==> src/rtl/stage_decode_sb.sv <==
// Decode stage: operand fetch from a small register file, immediate extraction
// and a busy-bit scoreboard that stalls fetch on RAW/WAW hazards.
module stage_decode_sb #(
    parameter int XLEN      = 32,
    parameter int NREGS     = 32,
    parameter int BYPASS_EN = 1
) (
    input  logic            clk,
    input  logic            reset_n,
    input  logic            in_valid,
    output logic            in_ready,
    input  logic [31:0]     pc_i,
    input  logic [31:0]     instr,
    input  logic            flush,
    input  logic            wr_en,
    input  logic [4:0]      wr_rd,
    input  logic [XLEN-1:0] wr_data,
    output logic            out_valid,
    input  logic            out_ready,
    output logic [31:0]     pc_o,
    output logic [6:0]      opcode,
    output logic [2:0]      funct3,
    output logic [6:0]      funct7,
    output logic [4:0]      rd,
    output logic [XLEN-1:0] rs1_data,
    output logic [XLEN-1:0] rs2_data,
    output logic [XLEN-1:0] imm_se,
    output logic            rd_we
);
    localparam int AW = $clog2(NREGS);

    localparam logic [6:0] OP_R    = 7'b0110011;
    localparam logic [6:0] OP_I    = 7'b0010011;
    localparam logic [6:0] OP_LD   = 7'b0000011;
    localparam logic [6:0] OP_ST   = 7'b0100011;
    localparam logic [6:0] OP_BR   = 7'b1100011;
    localparam logic [6:0] OP_JALR = 7'b1100111;
    localparam logic [6:0] OP_JAL  = 7'b1101111;
    localparam logic [6:0] OP_LUI  = 7'b0110111;
    localparam logic [6:0] OP_AUI  = 7'b0010111;

    logic [XLEN-1:0] rf_q [NREGS];
    logic [XLEN-1:0] rf_d [NREGS];
    logic [NREGS-1:0] busy_q, busy_d;

    logic            out_valid_q, out_valid_d;
    logic [31:0]     pc_q, pc_d;
    logic [6:0]      opcode_q, opcode_d;
    logic [2:0]      funct3_q, funct3_d;
    logic [6:0]      funct7_q, funct7_d;
    logic [4:0]      rd_q, rd_d;
    logic [XLEN-1:0] rs1_q, rs1_d;
    logic [XLEN-1:0] rs2_q, rs2_d;
    logic [XLEN-1:0] imm_q, imm_d;
    logic            rd_we_q, rd_we_d;

    logic [6:0] in_op;
    logic [4:0] in_rs1, in_rs2, in_rd;
    logic       use1, use2, writer;
    logic       hazard, accept, out_hs;
    logic signed [31:0] imm32;

    assign in_op  = instr[6:0];
    assign in_rd  = instr[11:7];
    assign in_rs1 = instr[19:15];
    assign in_rs2 = instr[24:20];

    function automatic logic legal(input logic [4:0] idx);
        return (idx != 5'd0) && (NREGS == 32 || !idx[4]);
    endfunction

    function automatic logic byp_hit(input logic [4:0] idx);
        return (BYPASS_EN != 0) && wr_en && (wr_rd == idx);
    endfunction

    function automatic logic [XLEN-1:0] rd_port(input logic [4:0] idx);
        if (!legal(idx)) return '0;
        if (byp_hit(idx)) return wr_data;
        return rf_q[idx[AW-1:0]];
    endfunction

    // A write landing this cycle releases the busy bit early when it is forwarded.
    function automatic logic src_busy(input logic [4:0] idx);
        logic sb;
        logic held;
        sb   = busy_q[idx[AW-1:0]] && !byp_hit(idx);
        held = out_valid_q && rd_we_q && (rd_q == idx);
        return legal(idx) && (sb || held);
    endfunction

    always_comb begin
        use1   = 1'b0;
        use2   = 1'b0;
        writer = 1'b0;
        unique case (in_op)
            OP_R: begin
                use1   = 1'b1;
                use2   = 1'b1;
                writer = 1'b1;
            end
            OP_I, OP_LD, OP_JALR: begin
                use1   = 1'b1;
                writer = 1'b1;
            end
            OP_ST, OP_BR: begin
                use1 = 1'b1;
                use2 = 1'b1;
            end
            OP_JAL, OP_LUI, OP_AUI: writer = 1'b1;
            default: ;
        endcase
    end

    always_comb begin
        unique case (in_op)
            OP_ST:  imm32 = 32'($signed({instr[31:25], instr[11:7]}));
            OP_BR:  imm32 = 32'($signed({instr[31], instr[7], instr[30:25],
                                         instr[11:8], 1'b0}));
            OP_LUI, OP_AUI: imm32 = {instr[31:12], 12'b0};
            OP_JAL: imm32 = 32'($signed({instr[31], instr[19:12], instr[20],
                                         instr[30:21], 1'b0}));
            default: imm32 = 32'($signed(instr[31:20]));
        endcase
    end

    assign hazard = (use1 && src_busy(in_rs1))
                  || (use2 && src_busy(in_rs2))
                  || (writer && legal(in_rd) && busy_q[in_rd[AW-1:0]]);
    assign in_ready = (!out_valid_q || out_ready) && !hazard && !flush;
    assign accept   = in_valid && in_ready;
    assign out_hs   = out_valid_q && out_ready && !flush;

    // Set is applied after clear so a same-cycle set/clear leaves the bit set.
    always_comb begin
        rf_d   = rf_q;
        busy_d = busy_q;
        for (int i = 1; i < NREGS; i++) begin
            if (wr_en && wr_rd == 5'(i)) begin
                rf_d[i]   = wr_data;
                busy_d[i] = 1'b0;
            end
        end
        if (out_hs && rd_we_q && legal(rd_q))
            busy_d[rd_q[AW-1:0]] = 1'b1;
    end

    always_comb begin
        pc_d     = pc_q;
        opcode_d = opcode_q;
        funct3_d = funct3_q;
        funct7_d = funct7_q;
        rd_d     = rd_q;
        rs1_d    = rs1_q;
        rs2_d    = rs2_q;
        imm_d    = imm_q;
        rd_we_d  = rd_we_q;
        if (accept) begin
            pc_d     = pc_i;
            opcode_d = in_op;
            funct3_d = instr[14:12];
            funct7_d = instr[31:25];
            rd_d     = in_rd;
            rs1_d    = rd_port(in_rs1);
            rs2_d    = rd_port(in_rs2);
            imm_d    = XLEN'(imm32);
            rd_we_d  = writer && (in_rd != 5'd0);
        end
        if (flush)       out_valid_d = 1'b0;
        else if (accept) out_valid_d = 1'b1;
        else if (out_hs) out_valid_d = 1'b0;
        else             out_valid_d = out_valid_q;
    end

    always_ff @(posedge clk or negedge reset_n) begin
        if (!reset_n) begin
            for (int i = 0; i < NREGS; i++) rf_q[i] <= '0;
            busy_q      <= '0;
            out_valid_q <= 1'b0;
            pc_q        <= '0;
            opcode_q    <= '0;
            funct3_q    <= '0;
            funct7_q    <= '0;
            rd_q        <= '0;
            rs1_q       <= '0;
            rs2_q       <= '0;
            imm_q       <= '0;
            rd_we_q     <= 1'b0;
        end else begin
            rf_q        <= rf_d;
            busy_q      <= busy_d;
            out_valid_q <= out_valid_d;
            pc_q        <= pc_d;
            opcode_q    <= opcode_d;
            funct3_q    <= funct3_d;
            funct7_q    <= funct7_d;
            rd_q        <= rd_d;
            rs1_q       <= rs1_d;
            rs2_q       <= rs2_d;
            imm_q       <= imm_d;
            rd_we_q     <= rd_we_d;
        end
    end

    assign out_valid = out_valid_q;
    assign pc_o      = pc_q;
    assign opcode    = opcode_q;
    assign funct3    = funct3_q;
    assign funct7    = funct7_q;
    assign rd        = rd_q;
    assign rs1_data  = rs1_q;
    assign rs2_data  = rs2_q;
    assign imm_se    = imm_q;
    assign rd_we     = rd_we_q;
endmodule

==> config.mk <==
export PLATFORM = sky130hd
export DESIGN_NAME = stage_decode_sb
export DESIGN_NICKNAME = d
export VERILOG_FILES = /design/src/rtl/stage_decode_sb.sv
export SDC_FILE = /design/constraint.sdc
export NUM_CORES = 2
export LEC_CHECK = 0
export CELL_PAD_IN_SITES_DETAIL_PLACEMENT = 1
export CELL_PAD_IN_SITES_GLOBAL_PLACEMENT = 2
export CORE_MARGIN = 3
export CORE_UTILIZATION = 49
export DETAILED_ROUTE_END_ITERATION = 16
export PLACE_DENSITY_LB_ADDON = 0.1
export SYNTH_ARGS = -nofsm -noshare
export SYNTH_HDL_FRONTEND = slang
export SYNTH_SLANG_ARGS = --single-unit
==> constraint.sdc <==
create_clock -name clk -period 8.2 [get_ports clk]
set_clock_uncertainty 0.05 [all_clocks]
set_input_delay 2.46 -clock clk [delete_from_list [all_inputs] [get_ports clk]]
set_output_delay 2.46 -clock clk [all_outputs]
set_load 0.1 [all_outputs]
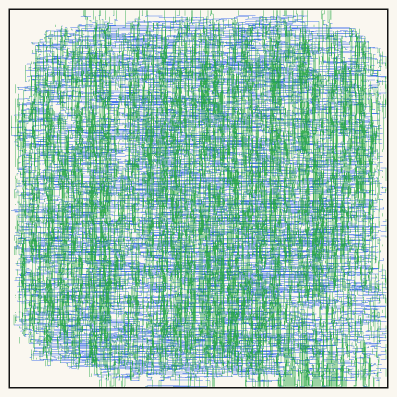
Figure 1: signal wires by layer.
Only two layers are drawn.
M1: in blue, wire length 83.5 mm. M2: in green, wire length 102 mm.
wire length reported by the detailed router: 205,200 um
global-route usage over all layers: 31.73%
via total after detailed routing: 39,875
routed wire length per instance: 34.25 um

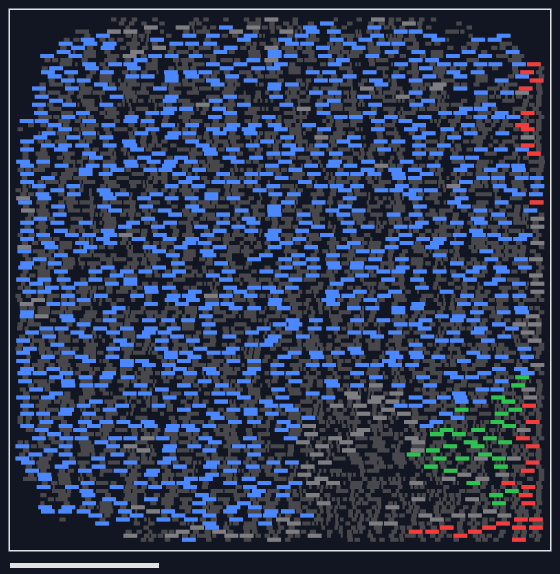
Figure 2: where the registers sit.
The bar under the picture is 100 um long. Other sequential cells in the stronger grey, the rest of the logic in the fainter grey.
`rf_q`: in blue, flops 992, where widely spread. `imm_se`: in green, flops 31, where lower right. `pc_o`: in red, flops 32, where a column on the right.

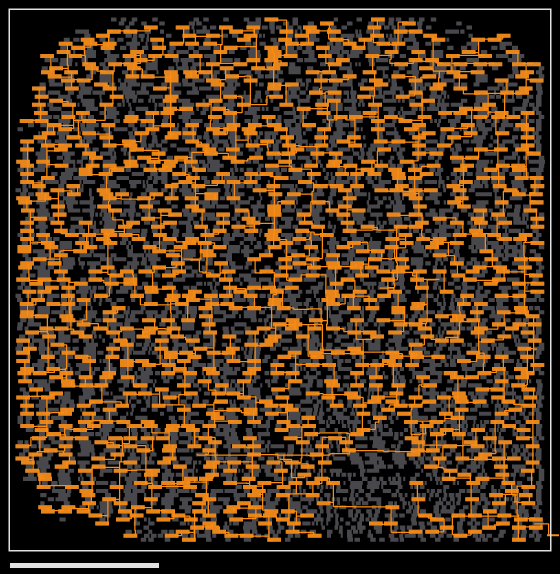
Figure 3: I/O nets highlighted.
The bar under the picture is 100 um long.
`reset_n`: in orange, bits 1, direction input, edge right, end cells 1,175, buffers 13, wire 9,880 um.
I/O pin count: 260
count of buffers from port buffering: 259

==> out/highlights.md <==
• finished, final reports clean — status
• 3 — Max Buffers Root-to-Sink
• sky130_fd_sc_hd__clkbuf_16 — Clock Root Buffer
• rd[4] — R2R Path Start
• 5,746 — number of cells in the design after placement
• sky130_fd_sc_hd__dfrtp_1 — top flip-flop cell by instance count after synthesis
• 14.86 um2 — Avg Synthesized Cell Area
• 90.04% — final cycle utilization of the critical path
• 0 — count of cells resized by post-cts repair
• 7 — depth of the worst register-to-register path
• multiplexers — dominant kind of combinational cell
• 4,163 — yosys cell count
• 5 — Ant. Diodes
• 303,200 um — first-pass GRT wire length
• 0 — post-CTS setup repair buffer count
• 817.1 ps — setup slack of the critical path after layout
• 4 — H-Tree Level Count
• 274.7 nW/um2 — P per Cell Area
• 7.263% — worst max-slew margin expressed relative to the limit
• 5.144% — met3 global-route usage
• 29,400 um2 — area taken by flip-flops and latches
• 30.24 nW — leakage power total
• 42.18% — grt met1 use
• 100.0% — Synth async-reset ratio
• 3.554% — post-synthesis compound-gate area fraction
• 42,833 — via count of the first global-routing pass
• 1,175 x sky130_fd_sc_hd__dfrtp_1, 1,147 x sky130_fd_sc_hd__mux2_2, 533 x sky130_fd_sc_hd__mux4_2 — most frequent cells in the layout
• 47.92% — fraction of layout cells with a size suffix above 1
• sky130_fd_sc_hd__dfrtp_1 — cell type contributing the most total cell area after synthesis
• 124,400 um2 — core box area
• 0 — post-detailed-route count of antenna-violating nets
• 0 — Max Transition Viols Final
• 4,163 — cell count after synthesis
• 5.165% — Non-clock buffers, area share
• 4500 ps — minimum setup slack among reg-to-reg paths
• rs1_data[22] — Reg-to-Reg End
• sky130_fd_sc_hd__dfrtp_1 48%, sky130_fd_sc_hd__mux2_2 21%, sky130_fd_sc_hd__mux4_2 19% — main area contributors after synthesis
• 137 — TritonCTS buffer count
• 47.54% — area share of the leading cell type in the synthesized netlist
• 49.70% — core utilization at floorplan
• 7 — instance count on the critical path
• 361.3 um — height of the die
• 19.42 mW — total power
• met2 — Top Usage Layer GRT
• 178 — maximum number of pins on one net before global-route repair
• sky130_fd_sc_hd__clkdlybuf4s50_1 — slowest stage cell, crit path
• built — clock tree from TritonCTS
• primary input — category of the worst setup path launch point
• 11,534 — Filler Cells Inserted
• 61,850 um2 — area of the mapped netlist
• 2.486% — share of synthesized cell area in and, or, nand and nor gates
• 11,490 um — routed length on met3
• 2 — CP Buf/Inv Count
• 4,355 — layout net count
• 0 — final setup violating endpoints
• sky130_fd_sc_hd__dfrtp_1 — most frequent cell after synthesis
• 70,710 um2 — final design instance area without fill
• multi-input combinational cells — Largest area class, layout
• 207 — number of clock buffer instances in the layout
• 0 — remaining routing DRC violations
• primary input to output port — type of the worst setup path
• 52.54% — met2 demand-to-capacity share in global routing
• 5690 ps — Critical Path RT
• 3,374 — violation tally from detailed-route iteration zero
• 1,175 — count of state elements after synthesis
• 361.3 um — floorplan die width
• 1388 ps — slew at the pin closest to its max-slew limit
• 2,533 — count of multi-input combinational gates
• 910 ps — maximum cell stage delay along the critical path
• 1,637 — Taps Inserted
• 992 — Largest register FFs
• 0 — count of endpoints failing hold in the final timing report
• no — RSZ-0062 raised after global routing
• 66,010 um2 — post-detailed-placement cell area
• 47.54% — Seq share, synth
• 0.8167 — final weighted congestion in routability-driven placement
• 770 ps — clock latency on the worst-skew pair
• 0 — hold buffer count at cts
• 12 — biggest fanout along the worst timing path
• clkdlybuf4s50_1 > mux4_2 > mux2i_1 > nand3b_1 > nand4_1 > and4_1 > buf_12 — Critical Path, Cell by Cell
• 386.2 ps — Worst Hold Slack
• 129 — row cnt
• flop to flop — HP Class
• 14.32% — growth of design area from synthesis to finish
• 30,820 um2 — MI comb area
• in_ready — end of the critical path
• 12 — initial antenna violation count
• 130,500 um2 — Die Size
• 0.0002238 V — largest vdd supply drop
• 0 — Remaining Overflow, GRT
• 43.59% — proportion of cell area occupied by multi-input gates
• instr[7] — startpoint of the most critical setup path
• 61,850 um2 — total cell area reported by yosys after synthesis
• 1,175 — Sinks on Clock Net
• 6.656 — detail-routed via count per cell
• 5 — Pre-Repair DR Iteration Count
• buffers and inverters — cell family contributing the most delay on the critical path
• 43.06% — mux share of post-synthesis cell area
• 1,175 x sky130_fd_sc_hd__dfrtp_1, 1,147 x sky130_fd_sc_hd__mux2_2, 533 x sky130_fd_sc_hd__mux4_2 — most used standard cells in the synthesized netlist
• 4870 ps — data arrival time of the worst path
• 5,991 — fin cells
• 21 — number of non-clock inverters in the layout
• 54 — post-synth cell types
• 50 ps — clock transition at the registers of the reported paths
• 0 — tally of max-capacitance violations
• 41.58% — sequential share of cell area
• 102,200 um — length of routed met2 wiring
• 0% — area share of fa/ha/maj cells after synthesis
• 115,900 um — sum of net half-perimeters after detailed placement
• 48 — OpenROAD warnings
• 380 — number of ordinary and repair buffers in the finished layout
• 7383 ps — post-route minimum period
• 56.82% — Util after Layout
• 0 — YS warnings
• 1,175 — flop count
• output port — kind of end point of the critical path
• 0 — flip-flops with a built-in enable
• 4,270 — nets in the synthesized netlist
• rf_q — largest register by flop count
• 135.4 MHz — timing-limited maximum frequency
• 782.9 ps — pre-CTS setup slack
• 83,520 um — wl on met1
-- power by group --
group,internal [mW],switching (mW),total [mW]
Combinational,2.36,2.87,5.22
Sequential,6.96,0.870,7.83
Clock,3.85,2.52,6.37
Total,13.2,6.25,19.4
-- worst min-delay path by stage --
| stage | cells past startpoint | from | endpoint |
|---|---|---|---|
| final | 0 | busy_q[0] | busy_q[0] |
| after global routing | 0 | busy_q[0] | busy_q[0] |
| after CTS | 0 | busy_q[0] | busy_q[0] |
| after detailed placement | 0 | busy_q[0] | busy_q[0] |
| after global placement | 0 | busy_q[0] | busy_q[0] |
| after floorplan | 1 | busy_q[0] | busy_q[0] |
No activity file was given, so power comes from the tool's default toggle rates.
